### src/rtl/mem_access_unit_pkg.sv
// Shared definitions for the memory access unit: command opcodes, FSM states and
// small opcode-classification helpers.
package mem_access_unit_pkg;

    localparam logic [1:0] MAU_LD   = 2'd0;
    localparam logic [1:0] MAU_ST   = 2'd1;
    localparam logic [1:0] MAU_PUSH = 2'd2;
    localparam logic [1:0] MAU_POP  = 2'd3;

    typedef enum logic [1:0] {
        StIdle = 2'd0,
        StReq  = 2'd1,
        StWait = 2'd2,
        StFin  = 2'd3
    } mau_state_e;

    function automatic logic op_is_write(input logic [1:0] op);
        return (op == MAU_ST) || (op == MAU_PUSH);
    endfunction

    function automatic logic op_is_stack(input logic [1:0] op);
        return (op == MAU_PUSH) || (op == MAU_POP);
    endfunction

endpackage

### src/rtl/mau_stack_ptr.sv
// Architectural stack pointer (full-descending). Exposes sp and sp-1 so PUSH can
// address the pre-decremented slot; moves by one on each update strobe.
module mau_stack_ptr #(
    parameter int unsigned       ADDR_W  = 16,
    parameter logic [ADDR_W-1:0] SP_INIT = '1
) (
    input  logic              clk,
    input  logic              rst_n,
    input  logic              upd_i,
    input  logic              pop_i,
    output logic [ADDR_W-1:0] sp_o,
    output logic [ADDR_W-1:0] sp_dec_o
);

    logic [ADDR_W-1:0] sp_q, sp_d;

    always_comb begin
        sp_d = sp_q;
        if (upd_i) begin
            // Wraps modulo 2^ADDR_W in both directions, no flag
            sp_d = pop_i ? (sp_q + ADDR_W'(1)) : (sp_q - ADDR_W'(1));
        end
    end

    always_ff @(posedge clk) begin
        if (!rst_n) begin
            sp_q <= SP_INIT;
        end else begin
            sp_q <= sp_d;
        end
    end

    assign sp_o     = sp_q;
    assign sp_dec_o = sp_q - ADDR_W'(1);

endmodule

### src/rtl/mem_access_unit.sv
// Multi-cycle LD/ST/PUSH/POP engine with a req/ack data-memory handshake.
// Optional wait-for-ack timeout enabled by defining MAU_TIMEOUT_EN.
module mem_access_unit
    import mem_access_unit_pkg::*;
#(
    parameter int unsigned       ADDR_W  = 16,
    parameter logic [ADDR_W-1:0] SP_INIT = 16'hFFFF,
    parameter int unsigned       TMO_CYC = 255
) (
    input  logic              clk,
    input  logic              rst_n,
    input  logic              start,
    input  logic [1:0]        op,
    input  logic [31:0]       addr,
    input  logic [31:0]       wdata,
    output logic              busy,
    output logic              done,
    output logic [31:0]       rdata,
    output logic              err,
    output logic [ADDR_W-1:0] sp,
    output logic              mem_req,
    output logic              mem_we,
    output logic [ADDR_W-1:0] mem_addr,
    output logic [31:0]       mem_wdata,
    input  logic              mem_ack,
    input  logic [31:0]       mem_rdata
);

    mau_state_e        state_q, state_d;
    logic [1:0]        op_q, op_d;
    logic [ADDR_W-1:0] addr_q, addr_d;
    logic [31:0]       wdata_q, wdata_d;
    logic [31:0]       rdata_q, rdata_d;

    logic              req_active;
    logic              accept;
    logic              tmo_hit;
    logic              sp_upd;
    logic [ADDR_W-1:0] sp_cur;
    logic [ADDR_W-1:0] sp_dec;
    logic              unused_addr_hi;

    assign unused_addr_hi = ^addr[31:ADDR_W];

    assign req_active = (state_q == StReq) || (state_q == StWait);
    // FIN already reports busy=0, so a new command may be taken there too
    assign accept     = start && ((state_q == StIdle) || (state_q == StFin));

    mau_stack_ptr #(
        .ADDR_W  (ADDR_W),
        .SP_INIT (SP_INIT)
    ) u_stack_ptr (
        .clk      (clk),
        .rst_n    (rst_n),
        .upd_i    (sp_upd),
        .pop_i    (op_q == MAU_POP),
        .sp_o     (sp_cur),
        .sp_dec_o (sp_dec)
    );

    always_comb begin
        state_d = state_q;
        op_d    = op_q;
        addr_d  = addr_q;
        wdata_d = wdata_q;
        rdata_d = rdata_q;
        sp_upd  = 1'b0;

        case (state_q)
            StIdle, StFin: begin
                state_d = StIdle;
                if (accept) begin
                    state_d = StReq;
                    op_d    = op;
                    wdata_d = wdata;
                    case (op)
                        MAU_PUSH: addr_d = sp_dec;
                        MAU_POP:  addr_d = sp_cur;
                        default:  addr_d = addr[ADDR_W-1:0];
                    endcase
                end
            end
            StReq, StWait: begin
                if (mem_ack) begin
                    state_d = StFin;
                    sp_upd  = op_is_stack(op_q);
                    if (!op_is_write(op_q)) begin
                        rdata_d = mem_rdata;
                    end
                end else if (tmo_hit) begin
                    state_d = StFin;
                end else begin
                    state_d = StWait;
                end
            end
            default: state_d = StIdle;
        endcase
    end

    always_ff @(posedge clk) begin
        if (!rst_n) begin
            state_q <= StIdle;
            op_q    <= MAU_LD;
            addr_q  <= '0;
            wdata_q <= '0;
            rdata_q <= '0;
        end else begin
            state_q <= state_d;
            op_q    <= op_d;
            addr_q  <= addr_d;
            wdata_q <= wdata_d;
            rdata_q <= rdata_d;
        end
    end

`ifdef MAU_TIMEOUT_EN
    localparam int unsigned TmoW = ($clog2(TMO_CYC + 1) > 8) ? $clog2(TMO_CYC + 1) : 8;

    logic [TmoW-1:0] cnt_q, cnt_d;
    logic            err_q, err_d;

    // cnt_q counts completed request cycles, so mem_req is high for exactly TMO_CYC cycles
    assign tmo_hit = req_active && !mem_ack && (cnt_q == TmoW'(TMO_CYC - 1));

    always_comb begin
        cnt_d = cnt_q;
        err_d = err_q;
        if (accept) begin
            cnt_d = '0;
            err_d = 1'b0;
        end else if (req_active) begin
            cnt_d = cnt_q + TmoW'(1);
            if (tmo_hit) begin
                err_d = 1'b1;
            end
        end
    end

    always_ff @(posedge clk) begin
        if (!rst_n) begin
            cnt_q <= '0;
            err_q <= 1'b0;
        end else begin
            cnt_q <= cnt_d;
            err_q <= err_d;
        end
    end

    assign err = (state_q == StFin) && err_q;
`else
    assign tmo_hit = 1'b0;
    assign err     = 1'b0;
`endif

    assign busy      = req_active;
    assign done      = (state_q == StFin);
    assign rdata     = rdata_q;
    assign sp        = sp_cur;
    assign mem_req   = req_active;
    assign mem_we    = req_active && op_is_write(op_q);
    assign mem_addr  = addr_q;
    assign mem_wdata = wdata_q;

endmodule

### config.mk
export PLATFORM = sky130hd
export DESIGN_NAME = mem_access_unit
export DESIGN_NICKNAME = d
export VERILOG_FILES = /design/src/rtl/mem_access_unit_pkg.sv /design/src/rtl/mau_stack_ptr.sv /design/src/rtl/mem_access_unit.sv
export SDC_FILE = /design/constraint.sdc
export NUM_CORES = 1
export LEC_CHECK = 0
export CAP_MARGIN = 20
export CELL_PAD_IN_SITES_DETAIL_PLACEMENT = 0
export CELL_PAD_IN_SITES_GLOBAL_PLACEMENT = 1
export CORE_MARGIN = 2
export CORE_UTILIZATION = 33
export CTS_BUF_LIST = sky130_fd_sc_hd__clkbuf_2
export CTS_CLUSTER_DIAMETER = 120
export DETAILED_ROUTE_END_ITERATION = 12
export GPL_ROUTABILITY_DRIVEN = 0
export PLACE_DENSITY_LB_ADDON = 0.1
export SLEW_MARGIN = 25
export SYNTH_ARGS = -nofsm -noshare
export SYNTH_HDL_FRONTEND = slang
export SYNTH_SLANG_ARGS = --single-unit
### constraint.sdc
create_clock -name clk -period 3.6 [get_ports clk]
set_clock_uncertainty 0.05 [all_clocks]
set_input_delay 0.54 -clock clk [delete_from_list [all_inputs] [get_ports clk]]
set_output_delay 0.54 -clock clk [all_outputs]
set_load 0.005 [all_outputs]
==> Table 3: Implementation characteristics, run 1 <==
Implementation parameters

Parameter                              Value

Power
  Switching Fraction .................. 0.3114
  Power Total .................. 2.669 mW
  Power per cell area .................. 404.8 nW/um^2
  Pint .................. 1.838 mW
  Switching component of the power .................. 831.3 uW
  Power share of the combinational group .................. 0.299
  Worst supply voltage drop on vdd .................. 0.0002603 V

Floorplanning
  Horizontal die dimension .................. 121.5 um
  Initial cell density of the core .................. 0.3412
  Tapcell Cnt .................. 176
  Area enclosed by the die boundary .................. 14,760 um^2
  Floorplan row count .................. 42
  Core region area .................. 13,350 um^2

Clocking
  Maximum root-to-sink buffer count .................. 2
  Number of clock buffers inserted by TritonCTS .................. 9
  TritonCTS Sinks .................. 100
  Root Buffer Master .................. sky130_fd_sc_hd__clkbuf_2
  Clk_lat worst skew .................. 0.59 ns
  # Post-CTS Setup Buffers .................. 0
  Clock Pin Slew Worst Setup and Hold Paths .................. 0.29 ns

Logic synthesis
  Share of cell area taken by muxes after synthesis .................. 0.006593
  Post-synthesis cell count from yosys .................. 557
  Most used flip-flop cell after synthesis .................. sky130_fd_sc_hd__dfxtp_1
  Yosys warnings .................. 0
  Nets at Floorplan .................. 664
  Cell with the most instances after synthesis .................. sky130_fd_sc_hd__nand2_1
  Synth flops .................. 100
  Dominant comb cell .................. simple AND/OR/NAND/NOR gates
  Synthesized-area fraction occupied by xor and xnor cells .................. 0.05000
  Share of synthesized registers carrying an async set or reset .................. 0
  Adder-cell share of the synthesized area .................. 0.01374
  Unique cell types .................. 50
  Post-synthesis sequential area ratio .................. 0.4396
  Ranking of synthesized cells by area .................. sky130_fd_sc_hd__dfxtp_1 (44%), sky130_fd_sc_hd__nand2_1 (13%), sky130_fd_sc_hd__a21boi_0 (11%)
  Area fraction in compound gates after synthesis .................. 0.1830
  AND/OR/NAND/NOR Cells, Area Fraction .................. 0.2522
  Top cell type by total area after synthesis .................. sky130_fd_sc_hd__dfxtp_1
  Avg Synthesized Cell Area .................. 8.177 um^2

Worst setup path
  Critical Path Sink .................. mem_we
  Crit. Startpoint .................. state_q[0]
  Required time reported for the critical path endpoint .................. 3.01 ns
  Reg2reg path depth .................. 6
  Type of element capturing the critical path .................. output pin
  Slack of the worst reg-to-reg path .................. 1.25 ns
  Critical path data arrival time .................. 2.18 ns
  Launching point of the worst reg2reg path .................. op_q[1]
  Kind of launch point of the worst setup path .................. flop

Job
  Count of tool warnings .................. 44
  Maxcap violations .................. 0

Final layout
  Dominant kind of cell .................. logic gates
  Multi-input combinational area share .................. 0.3512
  Final Instance Count excl. Fillers .................. 891
  Most common logic cell in the routed design .................. sky130_fd_sc_hd__clkdlybuf4s50_1
  Number of inverters outside the clock class in the layout .................. 7
  Clock buffers and inverters, area share .................. 0.01784
  Fill cell total of the finished layout .................. 1,320
  Layout cell share with drive strength beyond 1 .................. 0.04336
  Signal buffers .................. 192
  Antenna diode count .................. 0
  Post-route standard cell area excluding fillers .................. 6594 um^2
  Top library cells by usage in the layout, fill and taps aside .................. sky130_fd_sc_hd__clkdlybuf4s50_1 (184), sky130_fd_sc_hd__nand2_1 (156), sky130_fd_sc_hd__dfxtp_1 (100)

GRT
  Number of antenna violations at the first check in global routing .................. 0
  Wire length of the first global-routing pass .................. 20,970 um
  Largest net degree at the start of global routing .................. 51
  Fraction of met2 tracks used by global routing .................. 0.3002
  Leftover overflow at the end of global routing .................. 0
  Via count of the first global-routing pass .................. 4,129
  Overall fraction of global-route tracks in use .................. 0.1807
  Most congested layer reported by global routing .................. met2

Timing
  Worst Setup Slack, final .................. 0.8343 ns
  Accumulated negative setup slack .................. 0 ns
  Part of the cycle the worst path needs .................. 0.7682
  Slew @ Worst Pin .................. 0.9753 ns
  Upper clock frequency limit .................. 361.6 MHz

Min path
  Hold wc startpoint .................. wdata[12]
  Number of cells on the worst hold path .................. 3
  Kind of path behind the tightest hold check .................. in -> reg
  Endpoint of the worst hold path .................. mem_wdata[12]

Detailed routing
  Overall via count from detail_route .................. 4,305
  Highest metal layer with signal wires .................. met4
  Avg Vias per Cell .................. 4.832
  Met2 wire length .................. 6280 um
  Number of detailed-route iterations in the first pass .................. 4
  Remaining routing DRC violations .................. 0
  Drt wl/cell .................. 15.15 um
  Routed wire length .................. 13,500 um
  Met3 WL .................. 1201 um

Placed design
  Worst slack after detailed placement .................. 0.8823 ns
  HPWL Detailed .................. 9615 um

Status
  Status .................. finished, final reports clean
==> run 1: critical path: stages (launching register included) <==
cell	delay (ns)
sky130_fd_sc_hd__dfxtp_1	0.35
sky130_fd_sc_hd__ha_1	0.52
sky130_fd_sc_hd__nor2b_1	0.20
sky130_fd_sc_hd__clkdlybuf4s50_1	0.52
==> run 1: power by group through the flow <==
stage	clock network, mW	logic, mW	registers [mW]
floorplan	0	0.343	1.33
global placement	0	0.803	1.33
detailed placement	0	0.810	1.33
CTS	0.598	0.814	1.31
global route	0.640	0.885	1.33
finish	0.562	0.799	1.31
==> run 1: sequential cells by signal, indices dropped and copies added (netlist names) <==
register,cells
mem_wdata,32
rdata,32
mem_addr,16
u_stack_ptr.sp_o,16
op_q,2
state_q,2
==> run_1/cell_density.png <==
Scale: 3 px per um. The die is cut into 12 by 12 equal tiles; dark blue is low, red is high, 0 to 100% covered.
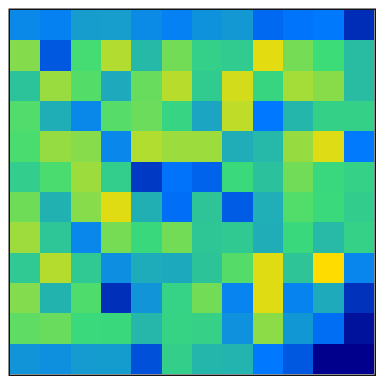
tiles over 75% full: 0.70%
mean over tiles: 43%
emptiest ninth of the die: bottom right
fullest tile: 75%
nearly empty tiles: 1.4%

==> run_1/io_fan.png <==
Scale: 2 px per um.
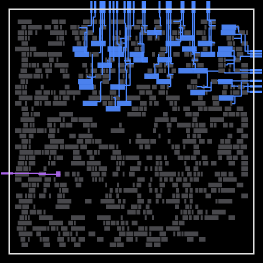
| color | port | bits | direction | edge | end cells | buffers | wire |
|---|---|---|---|---|---|---|---|
| blue | `mem_wdata` | 32 | output | 24 top, 8 right | 32 | 32 | 924 um |
| purple | `mem_we` | 1 | output | left | 1 | 1 | 28.3 um |
# port buffers: 185
number of top-level pins: 203

==> run_1/clk_routes.png <==
Scale: 3 px per um.
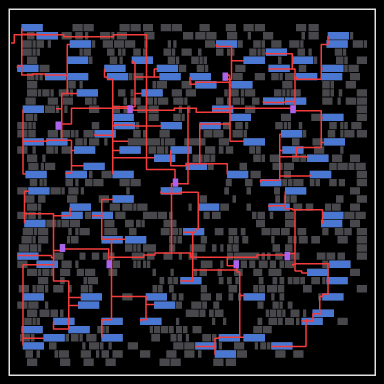
[blue] flip-flops | count: 100
[purple] clock drivers | count: 9
[red] clock wires | length: 1,360 um
flops lie: widely spread
routed clock nets: 10
part of the total power dissipated in the clock network: 0.211
Clock Power: 562 uW

==> run_1/congestion.png <==
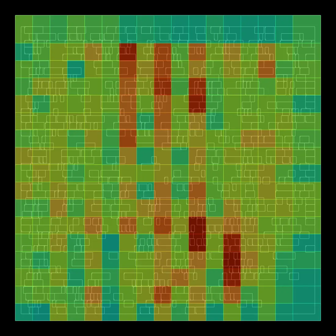

--- run 2 (diff from run 1) ---
--- a/config.mk
+++ b/config.mk
@@ -9,7 +9,7 @@
 export CELL_PAD_IN_SITES_DETAIL_PLACEMENT = 0
 export CELL_PAD_IN_SITES_GLOBAL_PLACEMENT = 1
 export CORE_MARGIN = 2
-export CORE_UTILIZATION = 33
+export CORE_UTILIZATION = 30
 export CTS_BUF_LIST = sky130_fd_sc_hd__clkbuf_2
 export CTS_CLUSTER_DIAMETER = 120
 export DETAILED_ROUTE_END_ITERATION = 12
==> constraint.sdc (replaced) <==
create_clock -name clk -period 2.6 [get_ports clk]
set_clock_uncertainty 0.05 [all_clocks]
set_input_delay 0.39 -clock clk [delete_from_list [all_inputs] [get_ports clk]]
set_output_delay 0.39 -clock clk [all_outputs]
set_load 0.005 [all_outputs]
==> run_2/congestion.png <==
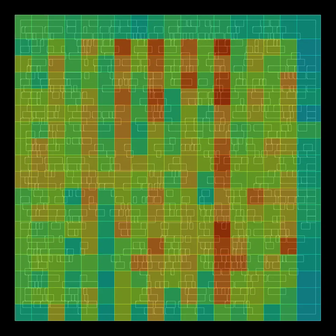
most congested layer reported by global routing: met2
fraction of met2 tracks used by global routing: 0.2726
met1 Track Usage GR: 0.2192
overall fraction of global-route tracks in use: 0.1698
drt wl/cell: 15.04 um

==> run 2 against run 1 <==
  * Flip-flop count unchanged
  * Wire length increased by 2.0%
  * Sequential share of layout area decreased by 0.54 points
  * Cell count increased by 2.8%
  * Utilization decreased by 4.7 points
  * Global-route usage decreased by 1.1 points
  * First-iteration DRC count decreased by 12%
  * Via count increased by 0.37%
  * Combinational power increased by 44%
  * Worst setup slack got worse by 0.72 ns
  * Design area increased by 1.9%
==> Table 3: Implementation characteristics, run 2 <==
Implementation parameters

Parameter                              Value

Detailed routing
  Met2 wire length .................. 6217 um (-1.0%)
  Met3 WL .................. 943 um (-21%)
  Remaining routing DRC violations .................. 0 (unchanged)
  Routed wire length .................. 13,770 um (+2.0%)
  Number of detailed-route iterations in the first pass .................. 4 (unchanged)
  Avg Vias per Cell .................. 4.717 (-2.4%)
  Highest metal layer with signal wires .................. met4
  Overall via count from detail_route .................. 4,321 (+0.37%)

Job
  Count of tool warnings .................. 44 (unchanged)

Timing
  Slew @ Worst Pin .................. 0.8223 ns (-0.1530 ns)
  Upper clock frequency limit .................. 402.5 MHz
  Worst Setup Slack, final .................. 0.1153 ns (-0.7190 ns)

Placed design
  HPWL Detailed .................. 9826 um (+2.2%)
  # port buffers .................. 185 (unchanged)
  Worst slack after detailed placement .................. 0.3930 ns (-0.4893 ns)

Worst setup path
  Kind of launch point of the worst setup path .................. flop
  Type of element capturing the critical path .................. output pin
  Delay of the slowest critical-path stage .................. 0.54 ns (+0.02 ns)
  Cell-by-cell listing of the critical path .................. inv_1 -> ha_1 -> nor2b_1 -> clkdlybuf4s50_1
  Worst path top cell family by delay .................. buffers and inverters
  Launching point of the worst reg2reg path .................. u_stack_ptr.sp_o[0]
  Critical path data arrival time .................. 2.04 ns (-0.14 ns)
  Required time reported for the critical path endpoint .................. 2.16 ns (-0.85 ns)
  Crit. Startpoint .................. op_q[0]
  Number of stages on the worst setup path .................. 4 (+1)
  Reg2reg path depth .................. 6 (unchanged)

Power
  Clock Power .................. 806 uW (+43%)
  Switching component of the power .................. 1.188 mW (+43%)
  Leading power group .................. registers
  Comb power .................. 1.15 mW (+44%)
  Power per cell area .................. 561.2 nW/um^2 (+39%)
  Switching Fraction .................. 0.3152 (+0.003824)
  Worst supply voltage drop on vdd .................. 0.0002123 V (-18%)

Logic synthesis
  Share of synthesized registers carrying an async set or reset .................. 0 (unchanged)
  AND/OR/NAND/NOR Cells, Area Fraction .................. 0.2522 (unchanged)
  Post-synthesis cell count from yosys .................. 557 (unchanged)
  Ranking of synthesized cells by area .................. sky130_fd_sc_hd__dfxtp_1 (44%), sky130_fd_sc_hd__nand2_1 (13%), sky130_fd_sc_hd__a21boi_0 (11%)
  Area fraction in compound gates after synthesis .................. 0.1830 (unchanged)
  Top cell type by total area after synthesis .................. sky130_fd_sc_hd__dfxtp_1
  Synthesized-area fraction occupied by xor and xnor cells .................. 0.05000 (unchanged)
  Unique cell types .................. 50 (unchanged)
  Synth flops .................. 100 (unchanged)
  Adder-cell share of the synthesized area .................. 0.01374 (unchanged)

Clocking
  Root Buffer Master .................. sky130_fd_sc_hd__clkbuf_2
  Maximum root-to-sink buffer count .................. 2 (unchanged)
  Clk_lat worst skew .................. 0.60 ns (about the same)

GRT
  Number of antenna violations at the first check in global routing .................. 1 (+1)
  Via count of the first global-routing pass .................. 4,176 (+1.1%)
  Leftover overflow at the end of global routing .................. 0 (unchanged)

Min path
  Hold wc startpoint .................. wdata[23]
  Endpoint of the worst hold path .................. mem_wdata[23]

Status
  Status .................. finished, final reports clean

Final layout
  Top library cells by usage in the layout, fill and taps aside .................. sky130_fd_sc_hd__clkdlybuf4s50_1 (184), sky130_fd_sc_hd__nand2_1 (156), sky130_fd_sc_hd__dfxtp_1 (99)
  Final Instance Count excl. Fillers .................. 916 (+2.8%)
  Post-route standard cell area excluding fillers .................. 6716 um^2 (+1.9%)
  Layout cell share with drive strength beyond 1 .................. 0.06190 (+0.01854)

Floorplanning
  Area enclosed by the die boundary .................. 16,180 um^2 (+9.7%)
  Horizontal die dimension .................. 127.2 um (+4.7%)
==> run_2/clk_routes.png <==
Scale: 3 px per um.
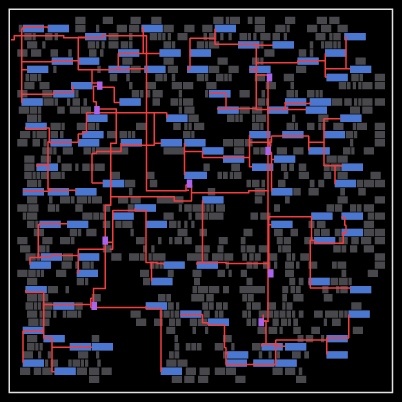
[red] clock wires | length: 1,480 um
[blue] flip-flops | count: 100
[purple] clock drivers | count: 9
flops lie: widely spread
routed clock nets: 10

==> run 2: cell counts after synthesis <==
No cell type changed its count.
==> run 2: final cells by class <==
| cell class | instances | share of cell area |
|---|---|---|
| inverters | 7 | 0.003912 |
| well taps | 188 | 0.03502 |
| flip-flops and latches | 100 | 0.2982 |
| multi-input cells | 400 | 0.3467 |
| clock inverters | 7 | 0.01099 |
| clock buffers | 9 | 0.006706 |
| diodes | 1 | 0.0003726 |
| repair buffers | 204 | 0.2981 |
==> run 2: stage by stage <==
step             util  total power [mW]
6_report       0.4468             3.769
4_1_cts        0.4465             3.840
5_1_grt        0.4468             4.024
3_3_place_gp   0.4378             2.974
3_5_place_dp   0.4378             2.992
2_1_floorplan       -             2.323
--- run 3 (diff from run 2) ---
--- a/config.mk
+++ b/config.mk
@@ -15,6 +15,7 @@
 export DETAILED_ROUTE_END_ITERATION = 12
 export GPL_ROUTABILITY_DRIVEN = 0
 export PLACE_DENSITY_LB_ADDON = 0.1
+export SKIP_CTS_REPAIR_TIMING = 1
 export SLEW_MARGIN = 25
 export SYNTH_ARGS = -nofsm -noshare
 export SYNTH_HDL_FRONTEND = slang
==> run_3/cell_density.png <==
Scale: 3 px per um. The die is cut into 13 by 13 equal tiles; dark blue is low, red is high, 0 to 100% covered.
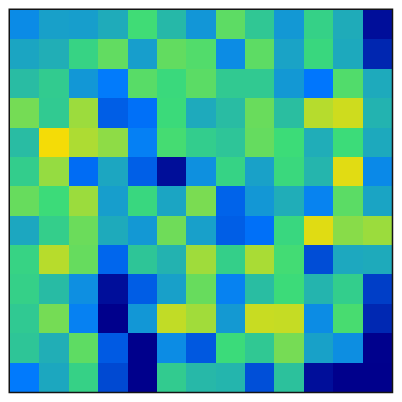
nearly empty tiles: 3.6%
mean over tiles: 40%
fullest tile: 74%

==> run_3/congestion.png <==
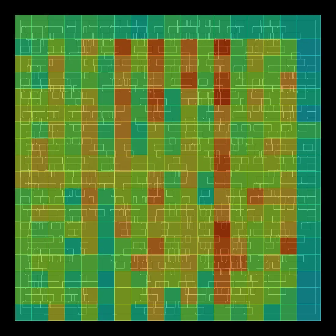
M3 GR Usage: 0.04941
fraction of met2 tracks used by global routing: 0.2713
overall fraction of global-route tracks in use: 0.1693

==> run 3 against run 2 <==
  * Flip-flop count unchanged
  * Non-clock buffer count unchanged
  * Global-route usage decreased by 0.053 points
  * Area after synthesis unchanged
  * Worst hold slack unchanged
  * First-iteration DRC count decreased by 0.64%
  * Count of clock-buffer cells in the layout unchanged
  * Total power unchanged
  * Sequential share of layout area unchanged
==> Table 3: Implementation characteristics, run 3 <==
Implementation parameters

Parameter                              Value

Detailed routing
  Avg Vias per Cell .................. 4.717 (unchanged)
  Met1 wire length .................. 6407 um
  Met3 WL .................. 943 um (unchanged)
  Number of detailed-route iterations in the first pass .................. 4 (unchanged)
  Drt wl/cell .................. 15.04 um (unchanged)
  Routed wire length .................. 13,770 um (unchanged)
  Overall via count from detail_route .................. 4,321 (unchanged)
  Remaining routing DRC violations .................. 0 (unchanged)
  Highest metal layer with signal wires .................. met4
  Met2 wire length .................. 6217 um (unchanged)

Final layout
  P&R area growth vs syn .................. 47.47%
  Clock buffers and inverters, area share .................. 0.01770 (unchanged)
  Buffer share of cell area .................. 0.2981 (unchanged)
  Dominant kind of cell .................. logic gates
  Signal buffers .................. 204 (unchanged)
  Flop area .................. 2003 um^2
  Share of cell area taken by flip-flops and latches .................. 0.2982 (unchanged)
  Logic Gate Count .................. 400 (unchanged)
  Clock buffer instance count of the final layout .................. 9 (unchanged)
  Layout cell share with drive strength beyond 1 .................. 0.06190 (unchanged)
  Comb. cell area .................. 2328 um^2
  Number of inverters outside the clock class in the layout .................. 7 (unchanged)
  Multi-input combinational area share .................. 0.3467 (unchanged)
  Top library cells by usage in the layout, fill and taps aside .................. sky130_fd_sc_hd__clkdlybuf4s50_1 (184), sky130_fd_sc_hd__nand2_1 (156), sky130_fd_sc_hd__dfxtp_1 (99)
  Post-route standard cell area excluding fillers .................. 6716 um^2 (unchanged)
  Antenna diode count .................. 1 (unchanged)
  Count of sequential standard cells .................. 100 (unchanged)

Floorplanning
  Area enclosed by the die boundary .................. 16,180 um^2 (unchanged)
  Core region area .................. 15,030 um^2
  Tapcell Cnt .................. 188 (unchanged)
  Horizontal die dimension .................. 127.2 um (unchanged)

Logic synthesis
  Post-synth EDFFs .................. 0
  Post-synthesis instance total .................. 557
  Share of synthesized registers carrying an async set or reset .................. 0 (unchanged)
  Top cell type by total area after synthesis .................. sky130_fd_sc_hd__dfxtp_1
  Synth flops .................. 100 (unchanged)
  Post-synthesis cell count from yosys .................. 557 (unchanged)
  Unique cell types .................. 50 (unchanged)
  Ranking of synthesized cells by area .................. sky130_fd_sc_hd__dfxtp_1 (44%), sky130_fd_sc_hd__nand2_1 (13%), sky130_fd_sc_hd__a21boi_0 (11%)
  Nets at Floorplan .................. 664

GRT
  Leftover overflow at the end of global routing .................. 0 (unchanged)
  Met1 Track Usage GR .................. 0.2186 (-0.0005193)
  Number of antenna violations at the first check in global routing .................. 1 (unchanged)
  Most congested layer reported by global routing .................. met2
  Via count of the first global-routing pass .................. 4,164 (-0.29%)

Job
  Count of tool warnings .................. 44 (unchanged)

Worst setup path
  CP max FO .................. 3
  Launching point of the worst reg2reg path .................. u_stack_ptr.sp_o[0]
  Crit. Startpoint .................. op_q[0]
  Kind of launch point of the worst setup path .................. flop
  Delay of the slowest critical-path stage .................. 0.54 ns (about the same)
  Reg2reg path depth .................. 6 (unchanged)
  Worst path top cell family by delay .................. buffers and inverters
  Cell-by-cell listing of the critical path .................. inv_1 -> ha_1 -> nor2b_1 -> clkdlybuf4s50_1
  Crit Reg-Reg Endpoint .................. u_stack_ptr.sp_o[8]
  Buf+Inv Stages, Crit Path .................. 2
  Critical path data arrival time .................. 2.04 ns (about the same)
  Type of element capturing the critical path .................. output pin
  Required time reported for the critical path endpoint .................. 2.16 ns (about the same)

Timing
  Number of slew-limit violations in the final report .................. 0
  Upper clock frequency limit .................. 402.5 MHz (unchanged)
  Worst Setup Slack, final .................. 0.1153 ns (unchanged)
  Part of the cycle the worst path needs .................. 0.9556

Power
  Power Total .................. 3.769 mW (unchanged)
  Worst supply voltage drop on vdd .................. 0.0002123 V (unchanged)

Min path
  Endpoint of the worst hold path .................. mem_wdata[23]
  Hold wc startpoint .................. wdata[23]

Placed design
  Worst slack after detailed placement .................. 0.3930 ns (unchanged)
  # port buffers .................. 185 (unchanged)
  HPWL Detailed .................. 9826 um (unchanged)

Clocking
  Root Buffer Master .................. sky130_fd_sc_hd__clkbuf_2
  Clk_lat worst skew .................. 0.60 ns (about the same)
  Maximum root-to-sink buffer count .................. 2 (unchanged)

Status
  Status .................. finished, final reports clean
-- run 3: kinds of logic after synthesis --
logic type      after synthesis  share of synthesized area
compound gates              118                     0.1830
flops                       100                     0.4396
fa+ha+maj                     5                    0.01374
simple gates                247                     0.2522
buf+inv                      57                    0.05412
mux                           3                   0.006594
xor+xnor                     26                    0.05000
other cells                   1                  0.0008234
-- run 3: per-stage QoR --
step	TNS, ns	instances	util
2_1_floorplan	0	557	-
3_3_place_gp	0	899	0.4378
3_5_place_dp	0	899	0.4378
4_1_cts	-0.09339	915	0.4457
5_1_grt	0	916	0.4468
6_report	0	916	0.4468
-- run 3: power by group --
group,internal (mW),leakage [nW],switching (mW)
clock network,0.229,0.0743,0.577
registers,1.72,0.818,0.0961
logic,0.634,1.52,0.516
total,2.58,2.41,1.19
Power is estimated from default activity; no workload was simulated.
